## src/rtl/adc_pkg.sv

```systemverilog
// Shared types and constants for the ADC SPI responder and its consumer.
// Holds the FSM state encoding and the SPI mode settings.
package adc_pkg;

    localparam int ADC_DATA_W = 12;

    // SPI mode 0: SCLK idles low, MISO sampled on rising edge, MSB first
    localparam bit SPI_CPOL        = 1'b0;
    localparam bit SPI_SAMPLE_RISE = 1'b1;
    localparam bit SPI_MSB_FIRST   = 1'b1;

    typedef enum logic [1:0] {
        IDLE  = 2'd0,
        CONV  = 2'd1,
        SHIFT = 2'd2,
        RDY   = 2'd3
    } adc_state_e;

    function automatic int unsigned cnt_w(input int unsigned n);
        return (n > 1) ? $clog2(n) : 1;
    endfunction

endpackage

```

## src/rtl/adc_spi_responder_if.sv

```systemverilog
// Request/ready sample bus between the averaging front-end and the responder.
// The consumer drives the request; the responder drives data and ready.
interface adc_spi_responder_if
    import adc_pkg::*;
#(
    parameter int DATA_W = ADC_DATA_W
);

    logic              adc_data_req;
    logic              adc_data_rdy;
    logic [DATA_W-1:0] adc_data;

    modport master (
        output adc_data_req,
        input  adc_data_rdy,
        input  adc_data
    );

    modport slave (
        input  adc_data_req,
        output adc_data_rdy,
        output adc_data
    );

endinterface

```

## src/rtl/adc_sclk_gen.sv

```systemverilog
// SCLK divider for the ADC SPI link: toggles SCLK every CLK_DIV cycles
// while enabled and counts falling edges to find the last bit.
module adc_sclk_gen
    import adc_pkg::*;
#(
    parameter int CLK_DIV = 2,
    parameter int DATA_W  = ADC_DATA_W
) (
    input  logic clk_i,
    input  logic reset_i,
    input  logic en_i,
    output logic sclk_o,
    output logic rise_tick_o,
    output logic fall_tick_o,
    output logic last_bit_o
);

    localparam int DIV_W = cnt_w(CLK_DIV);
    localparam int BIT_W = $clog2(DATA_W + 1);

    logic [DIV_W-1:0] div_q, div_d;
    logic [BIT_W-1:0] bit_q, bit_d;
    logic             sclk_q, sclk_d;
    logic             half;

    assign half        = en_i && (div_q == DIV_W'(CLK_DIV - 1));
    assign rise_tick_o = half && !sclk_q;
    assign fall_tick_o = half && sclk_q;
    assign last_bit_o  = (bit_q == BIT_W'(DATA_W - 1));
    assign sclk_o      = sclk_q;

    always_comb begin
        div_d  = div_q;
        bit_d  = bit_q;
        sclk_d = sclk_q;
        if (!en_i) begin
            div_d  = '0;
            bit_d  = '0;
            sclk_d = SPI_CPOL;
        end else if (half) begin
            div_d  = '0;
            sclk_d = ~sclk_q;
            if (sclk_q) begin
                bit_d = bit_q + 1'b1;
            end
        end else begin
            div_d = div_q + 1'b1;
        end
    end

    always_ff @(posedge clk_i or posedge reset_i) begin
        if (reset_i) begin
            div_q  <= '0;
            bit_q  <= '0;
            sclk_q <= SPI_CPOL;
        end else begin
            div_q  <= div_d;
            bit_q  <= bit_d;
            sclk_q <= sclk_d;
        end
    end

endmodule

```

## src/rtl/adc_spi_responder.sv

```systemverilog
// ADC-side responder: on request runs a burst of SPI conversions and
// presents each 12-bit result with a ready pulse to the averaging block.
module adc_spi_responder
    import adc_pkg::*;
#(
    parameter int DATA_W      = ADC_DATA_W,
    parameter int CLK_DIV     = 2,
    parameter int CONV_CYCLES = 4,
    parameter int RDY_CYCLES  = 2,
    parameter int BURST_LEN   = 8
) (
    input  logic                clk_i,
    input  logic                reset_i,
    adc_spi_responder_if.slave  adc_bus,
    output logic                spi_cs_n_o,
    output logic                spi_sclk_o,
    input  logic                spi_miso_i,
    output logic                busy_o
);

    localparam int PH_MAX  = (CONV_CYCLES > RDY_CYCLES) ? CONV_CYCLES : RDY_CYCLES;
    localparam int PH_W    = $clog2(PH_MAX + 1);
    localparam int BURST_W = $clog2(BURST_LEN + 1);

    adc_state_e        state_q, state_d;
    logic [PH_W-1:0]   ph_q, ph_d;
    logic [BURST_W-1:0] burst_q, burst_d;
    logic [DATA_W-1:0] shreg_q, shreg_d;
    logic [DATA_W-1:0] data_q, data_d;
    logic              rdy_q, rdy_d;
    logic              cs_n_q, cs_n_d;
    logic              busy_q, busy_d;

    logic rise_tick;
    logic fall_tick;
    logic last_bit;
    logic sample_tick;
    logic shift_done;

    adc_sclk_gen #(
        .CLK_DIV (CLK_DIV),
        .DATA_W  (DATA_W)
    ) u_sclk (
        .clk_i       (clk_i),
        .reset_i     (reset_i),
        .en_i        (state_q == SHIFT),
        .sclk_o      (spi_sclk_o),
        .rise_tick_o (rise_tick),
        .fall_tick_o (fall_tick),
        .last_bit_o  (last_bit)
    );

    assign sample_tick = SPI_SAMPLE_RISE ? rise_tick : fall_tick;
    // Sample is complete once SCLK has returned low after the last bit
    assign shift_done  = fall_tick && last_bit;

    always_comb begin
        state_d = state_q;
        ph_d    = ph_q;
        burst_d = burst_q;
        shreg_d = shreg_q;
        data_d  = data_q;
        unique case (state_q)
            IDLE: begin
                if (adc_bus.adc_data_req) begin
                    state_d = CONV;
                    ph_d    = '0;
                    burst_d = '0;
                end
            end
            CONV: begin
                if (ph_q == PH_W'(CONV_CYCLES - 1)) begin
                    state_d = SHIFT;
                    ph_d    = '0;
                end else begin
                    ph_d = ph_q + 1'b1;
                end
            end
            SHIFT: begin
                if (sample_tick) begin
                    if (SPI_MSB_FIRST) begin
                        shreg_d = {shreg_q[DATA_W-2:0], spi_miso_i};
                    end else begin
                        shreg_d = {spi_miso_i, shreg_q[DATA_W-1:1]};
                    end
                end
                if (shift_done) begin
                    state_d = RDY;
                    data_d  = shreg_q;
                    ph_d    = '0;
                end
            end
            RDY: begin
                if (ph_q == PH_W'(RDY_CYCLES - 1)) begin
                    ph_d    = '0;
                    burst_d = burst_q + 1'b1;
                    if (burst_q == BURST_W'(BURST_LEN - 1)) begin
                        state_d = IDLE;
                    end else begin
                        state_d = CONV;
                    end
                end else begin
                    ph_d = ph_q + 1'b1;
                end
            end
        endcase
        rdy_d  = (state_d == RDY);
        cs_n_d = (state_d != SHIFT);
        busy_d = (state_d != IDLE);
    end

    always_ff @(posedge clk_i or posedge reset_i) begin
        if (reset_i) begin
            state_q <= IDLE;
            ph_q    <= '0;
            burst_q <= '0;
            shreg_q <= '0;
            data_q  <= '0;
            rdy_q   <= 1'b0;
            cs_n_q  <= 1'b1;
            busy_q  <= 1'b0;
        end else begin
            state_q <= state_d;
            ph_q    <= ph_d;
            burst_q <= burst_d;
            shreg_q <= shreg_d;
            data_q  <= data_d;
            rdy_q   <= rdy_d;
            cs_n_q  <= cs_n_d;
            busy_q  <= busy_d;
        end
    end

    assign adc_bus.adc_data_rdy = rdy_q;
    assign adc_bus.adc_data     = data_q;
    assign spi_cs_n_o           = cs_n_q;
    assign busy_o               = busy_q;

endmodule

```

## src/flat_wrapper.sv

```systemverilog
// flat-port wrapper written by rule: the top's interface ports become plain ports
module adc_spi_responder_flat import adc_pkg::*;
#(
    parameter int DATA_W      = ADC_DATA_W,
    parameter int CLK_DIV     = 2,
    parameter int CONV_CYCLES = 4,
    parameter int RDY_CYCLES  = 2,
    parameter int BURST_LEN   = 8
)
  (clk_i, reset_i, spi_cs_n_o, spi_sclk_o, spi_miso_i, busy_o, adc_bus_adc_data_req, adc_bus_adc_data_rdy, adc_bus_adc_data);
  adc_spi_responder_if #(.DATA_W(DATA_W)) adc_bus_i ();
  input  logic clk_i;
  input  logic reset_i;
  output logic spi_cs_n_o;
  output logic spi_sclk_o;
  input  logic spi_miso_i;
  output logic busy_o;
  input wire logic [$bits(adc_bus_i.adc_data_req)-1:0] adc_bus_adc_data_req;
  output wire logic [$bits(adc_bus_i.adc_data_rdy)-1:0] adc_bus_adc_data_rdy;
  output wire logic [$bits(adc_bus_i.adc_data)-1:0] adc_bus_adc_data;
  assign adc_bus_i.adc_data_req = adc_bus_adc_data_req;
  assign adc_bus_adc_data_rdy = adc_bus_i.adc_data_rdy;
  assign adc_bus_adc_data = adc_bus_i.adc_data;
  adc_spi_responder #(.DATA_W(DATA_W), .CLK_DIV(CLK_DIV), .CONV_CYCLES(CONV_CYCLES), .RDY_CYCLES(RDY_CYCLES), .BURST_LEN(BURST_LEN)) u_core (.clk_i(clk_i), .reset_i(reset_i), .adc_bus(adc_bus_i), .spi_cs_n_o(spi_cs_n_o), .spi_sclk_o(spi_sclk_o), .spi_miso_i(spi_miso_i), .busy_o(busy_o));
endmodule
```

## config.mk

```make
export PLATFORM = sky130hd
export DESIGN_NAME = adc_spi_responder_flat
export DESIGN_NICKNAME = d
export VERILOG_FILES = /design/src/rtl/adc_pkg.sv /design/src/rtl/adc_spi_responder_if.sv /design/src/rtl/adc_sclk_gen.sv /design/src/rtl/adc_spi_responder.sv /design/src/flat_wrapper.sv
export SDC_FILE = /design/constraint.sdc
export NUM_CORES = 1
export LEC_CHECK = 0
export CORE_MARGIN = 8
export CORE_UTILIZATION = 35
export CTS_BUF_LIST = sky130_fd_sc_hd__clkbuf_2 sky130_fd_sc_hd__clkbuf_4 sky130_fd_sc_hd__clkbuf_8
export CTS_CLUSTER_DIAMETER = 60
export DETAILED_ROUTE_END_ITERATION = 7
export DONT_BUFFER_PORTS = 1
export GPL_TIMING_DRIVEN = 0
export PLACE_DENSITY = 0.61
export SYNTH_ARGS = -nofsm -noshare
export SYNTH_HDL_FRONTEND = slang
export SYNTH_SLANG_ARGS = --single-unit
```

## constraint.sdc

```tcl
create_clock -name clk_i -period 3.3 [get_ports clk_i]
set_clock_uncertainty 0.15 [all_clocks]
set_input_delay 0.33 -clock clk_i [delete_from_list [all_inputs] [get_ports clk_i]]
set_output_delay 0.33 -clock clk_i [all_outputs]
set_load 0.005 [all_outputs]
```

Signal wires on met3:
(4 px per micron)
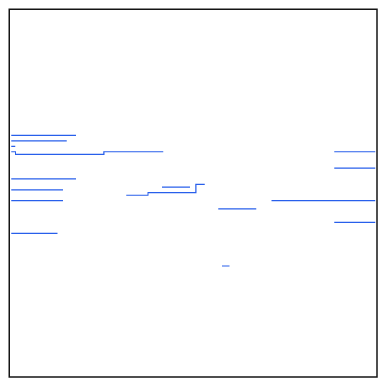
The longest straight run is 25.6 microns. The layer holds 6.5% of the routed length. 13 nets have wire on it.

Placed cells, one color a class:
(4 px per micron) Fill, decap, tap and diode cells in gray.
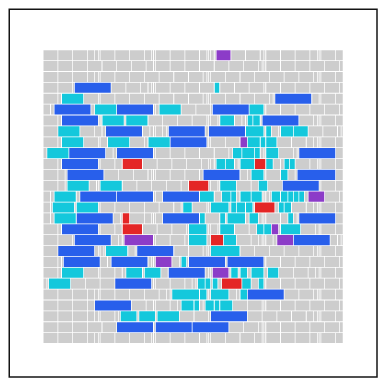
Blue shows registers, cells 42. Cyan shows remaining logic cells, cells 99. Purple shows remaining buffers and delay cells, cells 8. Red shows clock drivers and dummy loads, cells 8.

Routing congestion:
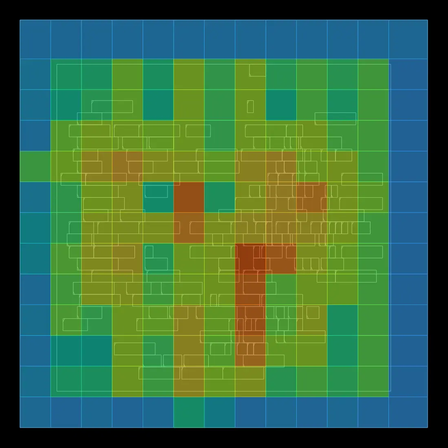
GR peak layer: met2
Avg WL per Cell: 14.6 microns
M3 GR Usage: 3.70%

Gate-type map:
(4 px per micron)
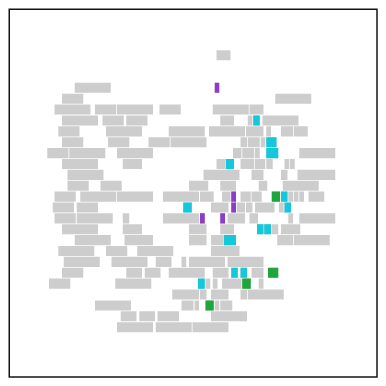
Green shows and/or cells, cells 4. Purple shows inv cells, cells 5, where middle. Cyan shows aoi and oai cells, cells 13.

Cell sizes after repair:
(4 px per micron)
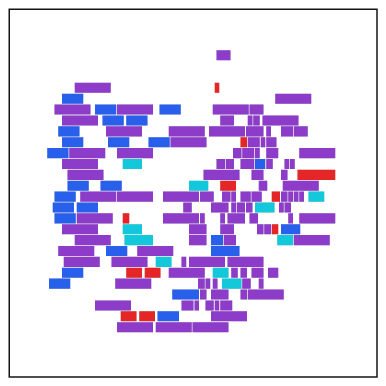
Cyan shows x6 and larger, cells 10. Purple shows x1 and smaller, cells 111. Red shows x2, cells 11. Blue shows x3 and x4, cells 25.

==> flow_metrics.env <==
# flow metrics
export IMPL_via_count=1095
export IMPL_grt_first_pass_wirelength_mm=5.93
export IMPL_power_frac_seq_pct=49.2
export IMPL_global_route_overflow_total=0
export IMPL_synth_net_count=158
export IMPL_power_combinational_w=0.000335
export IMPL_floorplan_die_width_microns=91.5
export IMPL_mi_logic_area_sq_um=851
export IMPL_timing_fmax_ghz=0.546
export IMPL_muxShareOfSynthArea_pct=20.4
export IMPL_setup_tns_final_ns=0
export IMPL_worst_path_dominant_cell_family="buffers and inverters"
export IMPL_p_int_w=0.000898
export IMPL_ant_nets=0
export IMPL_cts_root_buf="sky130_fd_sc_hd__clkbuf_8"
export IMPL_yosysMostFrequentCell="sky130_fd_sc_hd__dfrtp_1"
export IMPL_met2_length_mm=1.59
export IMPL_met3_length_microns=216
export IMPL_crit_path_max_fanout=10
export IMPL_die_size_y_microns=91.5
export IMPL_power_clock_total_w=0.000336
export IMPL_drt_iter0_drc=30
export IMPL_filler_cell_count=519
export IMPL_wirelength_mm=3.34
export IMPL_hold_path_depth=1
export IMPL_numClockSinks=42
export IMPL_yosys_dominant_comb_family="multiplexers"
export IMPL_p_seq_w=0.000650
export IMPL_top_post_synthesis_cells_by_area="sky130_fd_sc_hd__dfrtp_1 51%, sky130_fd_sc_hd__mux2_4 15%, sky130_fd_sc_hd__ha_1 3.8%"
export IMPL_drc=0
export IMPL_synth_compound_gate_area_share_pct=4.82
export IMPL_crit_path_end_kind="register"
export IMPL_crit_path_kind="register to register"
export IMPL_total_switching_power_w=0.000422
export IMPL_syn_area_per_cell_sq_um=13.5
export IMPL_drv_max_cap_violation_count=0
export IMPL_run_status="completed"
export IMPL_path_cells="buf_6, nand2b_4, buf_6, nor3b_4, buf_12, mux2_4"
export IMPL_final_layout_top_logic_cell="sky130_fd_sc_hd__dfrtp_1"
export IMPL_cell_depth_of_the_worst_flop_to_flop_path=6
export IMPL_cts_made_buffers=5
export IMPL_clock_latency_ns=0.29
export IMPL_biggest_cell_delay_along_the_critical_path_ns=0.38
export IMPL_fa_ha_area_share_pct=3.76
export IMPL_layout_top_cells_excl_fill_tap="41 x sky130_fd_sc_hd__dfrtp_1, 20 x sky130_fd_sc_hd__mux2_4, 9 x sky130_fd_sc_hd__nor2_1, 8 x sky130_fd_sc_hd__nand2_1"
export IMPL_maxPowerGroup="registers"
export IMPL_drt_pass1_iterations=2
export IMPL_grt_start_max_net_pins=43
export IMPL_critical_path_arrival_ns=1.86
export IMPL_post_synth_xor_area_fraction_pct=1.75
export IMPL_cpMaxStageDelayCell="sky130_fd_sc_hd__dfrtp_1"
==> path summary, 6_finish.rpt <==
kind / slack [ns] / start / endpoint
max reg2reg: 1.47 / u_core.state_q[0]$_DFF_PP0_ / u_core.shreg_q[4]$_DFFE_PP0P_
min in group asynchronous: 0.52 / reset_i / u_core.adc_bus.adc_data[4]$_DFFE_PP0P_
max in group asynchronous: 1.95 / reset_i / u_core.u_sclk.div_q$_DFF_PP0_
min: 0.03 / spi_miso_i / u_core.shreg_q[0]$_DFFE_PP0P_
max: 1.47 / u_core.state_q[0]$_DFF_PP0_ / u_core.shreg_q[4]$_DFFE_PP0P_
min reg2reg: 0.35 / u_core.burst_q[2]$_DFFE_PP0P_ / u_core.burst_q[2]$_DFFE_PP0P_
==> final cells by class <==
type | count | share of cell area [%]
sequential | 42 | 48.1
multi-input combinational | 94 | 38.9
inverter | 5 | 0.858
clock buffer | 5 | 3.15
timing repair buffer | 1 | 0.458
clock inverter | 3 | 0.973
tap | 72 | 4.12
buffer | 7 | 3.43
==> what timing repair did <==
action,4_1_cts,5_1_grt
endpoints found under the hold margin,41,0
resized,0,0
hold buffers,1,0
buffers inserted,0,0
==> metrics by stage <==
stage	setup WS, ns	utilization [%]	power [W]	hold WS [ns]	cells
2_1_floorplan	1.58	-	0.000925	0.302	148
3_3_place_gp	1.45	37.9	0.000975	0.331	220
3_5_place_dp	1.47	37.9	0.000998	0.296	220
4_1_cts	1.46	39.7	0.00134	0.0139	229
5_1_grt	1.41	39.7	0.00141	0.0107	229
6_report	1.47	39.7	0.00132	0.0254	229
Power figures rest on the tool's default switching activity, not on a simulated workload.
